flops_by_reg.png
Bar = 50 microns.
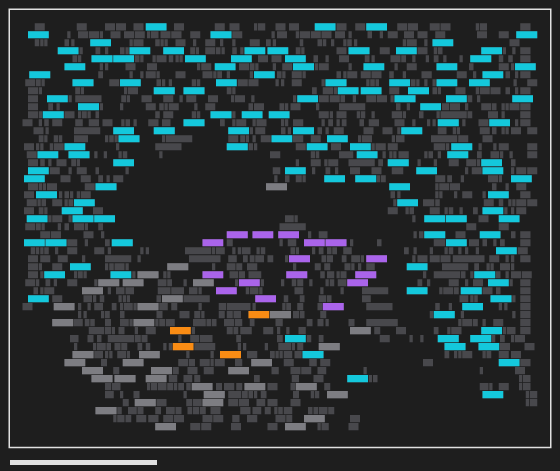
detail.png
Bar = 10 microns. Region (33, 25) to (58, 50) microns. Cells in gray, sequential cells in the stronger gray; small squares are vias.
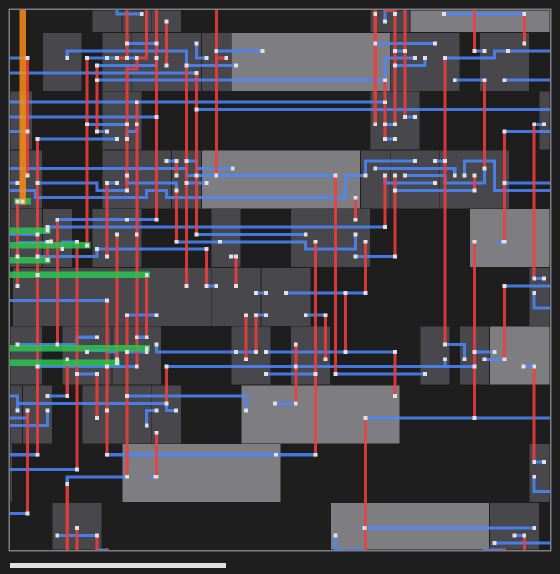
==> config.mk <==
export PLATFORM = sky130hd
export DESIGN_NAME = cmd_maint_scheduler
export DESIGN_NICKNAME = d
export VERILOG_FILES = /design/src/rtl/sddt_pkg.sv /design/src/rtl/maint_timer.sv /design/src/rtl/cmd_maint_scheduler.sv
export SDC_FILE = /design/constraint.sdc
export NUM_CORES = 1
export LEC_CHECK = 0
export CAP_MARGIN = 5
export CORE_ASPECT_RATIO = 0.8
export CORE_MARGIN = 4
export CORE_UTILIZATION = 30
export DETAILED_ROUTE_END_ITERATION = 8
export GPL_TIMING_DRIVEN = 0
export RECOVER_POWER = 100
export SETUP_SLACK_MARGIN = 0.4
export SYNTH_ARGS = -nofsm -noshare
export SYNTH_HDL_FRONTEND = slang
export SYNTH_HIERARCHICAL = 1
export SYNTH_SLANG_ARGS = --single-unit
==> constraint.sdc <==
create_clock -name axi_aclk -period 4.8 [get_ports axi_aclk]
set_clock_uncertainty 0.15 [all_clocks]
set_input_delay 0.96 -clock axi_aclk [delete_from_list [all_inputs] [get_ports axi_aclk]]
set_output_delay 0.96 -clock axi_aclk [all_outputs]
set_load 0.01 [all_outputs]
==> impl_metrics.json <==
{
  "fin_crit_ns": 4.146,
  "fp.dieW_microns": 183.6,
  "cp.arrival_ns": 4.36,
  "synth-simple-area-share_pct": 24.25,
  "crit_chain": "dlygate4sd3_1 > nand2b_1 > o211ai_1 > a211o_1 > inv_1 > buf_2 > buf_2 > a21oi_1 > nand4b_1 > ha_1 > a21oi_1 > nand4_1 > mux4_2 > nor2_1",
  "num_antenna_cells": 0,
  "m1WireLength_microns": 11010,
  "grt_pass1_wl_microns": 36290,
  "place_area_sq_mm": 0.01069,
  "hold-worst-slack_ns": 0.2998,
  "cap_viol_max_count": 1,
  "fp_util_pct": 30.45,
  "status": "finished with violations",
  "violations": "max-capacitance violations, max-slew violations",
  "synth_seq_share_pct": 50.03,
  "synth-edff-count": 0,
  "fin_tns_setup_ns": 0,
  "stdcell_count": 1518,
  "top_area_share_pct": 50.03,
  "flop-count": 185,
  "yosysChipArea_sq_mm": 0.007403,
  "power.total_uw": 3459,
  "drt_iter0_drc": 262,
  "post-synth-top-area-cell": "dfxtp_1",
  "synth_stat.cells": 875,
  "common_cells": "nand2_1, dfxtp_1, a21oi_1, a21oi_2, nor2_1",
  "met3_usage_pct": 4.914,
  "setup_ws_ns": 0.6540,
  "fillCellCount": 2464,
  "clkSinkCount": 185,
  "cts_root_buf": "clkbuf_16",
  "cpPeakStageDelay_ns": 0.53,
  "syn_to_final_growth_pct": 49.67,
  "report.final.slew_viol_count": 9,
  "grt_pass1_vias": 6482,
  "postCtsHoldBufs": 0,
  "power.density_mw_per_mm2": 312.2,
  "clkbuf_count": 20,
  "ir_worst_vdd_mv": 0.2379,
  "postRouteAntennaNets": 0,
  "reg2reg_slack_ns": 0.76,
  "final_nets": 1326,
  "final.period_utilization_pct": 86.38,
  "post_cts_resize_count": 0,
  "crit_family": "buffers and inverters",
  "gp_congestion": 0.7998,
  "logic_area_sq_mm": 0.003157,
  "clock_cell_area_share_pct": 5.454,
  "post_drt_via_cell_ratio": 4.543,
  "synth_xor_xnor_area_share_pct": 4.732,
  "hold_depth": 2
}
Back to the opening pictures, flops_by_reg.png:
legend:
  `u_maint_timer/pending`:
    color: orange
    flops: 4
  `M_AXIS_CMD_tdata`:
    color: cyan
    flops: 128
  `u_maint_timer/zq_cnt_q`:
    color: purple
    flops: 16
    where: center
not colored: 37
Seq/total area: 33.42%
sequential power: 1610 uW
Flop area: 0.003704 sq mm
Final Util: 45.58%

Back to the opening pictures, detail.png:
legend:
  metal 4:
    color: orange
  metal 1:
    color: blue
  metal 3:
    color: green
  metal 2:
    color: red
sequential cells in the window: 6
most frequent: dfxtp_1 (6), nand2_1 (5)
cells with their middle in the window: 42

-- placed cells by master, fill, tap and decap left out, drive strengths merged, types with 2 or more instances in the layout --
master         instances
dfxtp                185
or4                    2
or3                    5
o21a                   2
nand4                 16
clkinv                 6
and3                   5
inv                   15
ha                     5
o21ai                  5
and4                   2
o211ai                 3
clkbuf                57
clkinvlp               2
xnor2                 25
nand3                 16
or2                    4
mux2i                  6
dlygate4sd3          157
nor3                  13
nor4                  12
conb                   8
buf                   22
a31oi                  3
nand2b                 2
a21oi                133
nor2                  37
nand2                275
a21boi                 2
and2                  15
xor2                  15
bufinv                 3
clkdlybuf4s50        129
-- power breakdown --
group | total (uW) | switching, uW | internal, uW
Clock | 1460 | 613 | 846
Combinational | 389 | 183 | 206
Sequential | 1610 | 23.7 | 1590
Total | 3460 | 820 | 2640
Power and IR drop assume default switching activity.
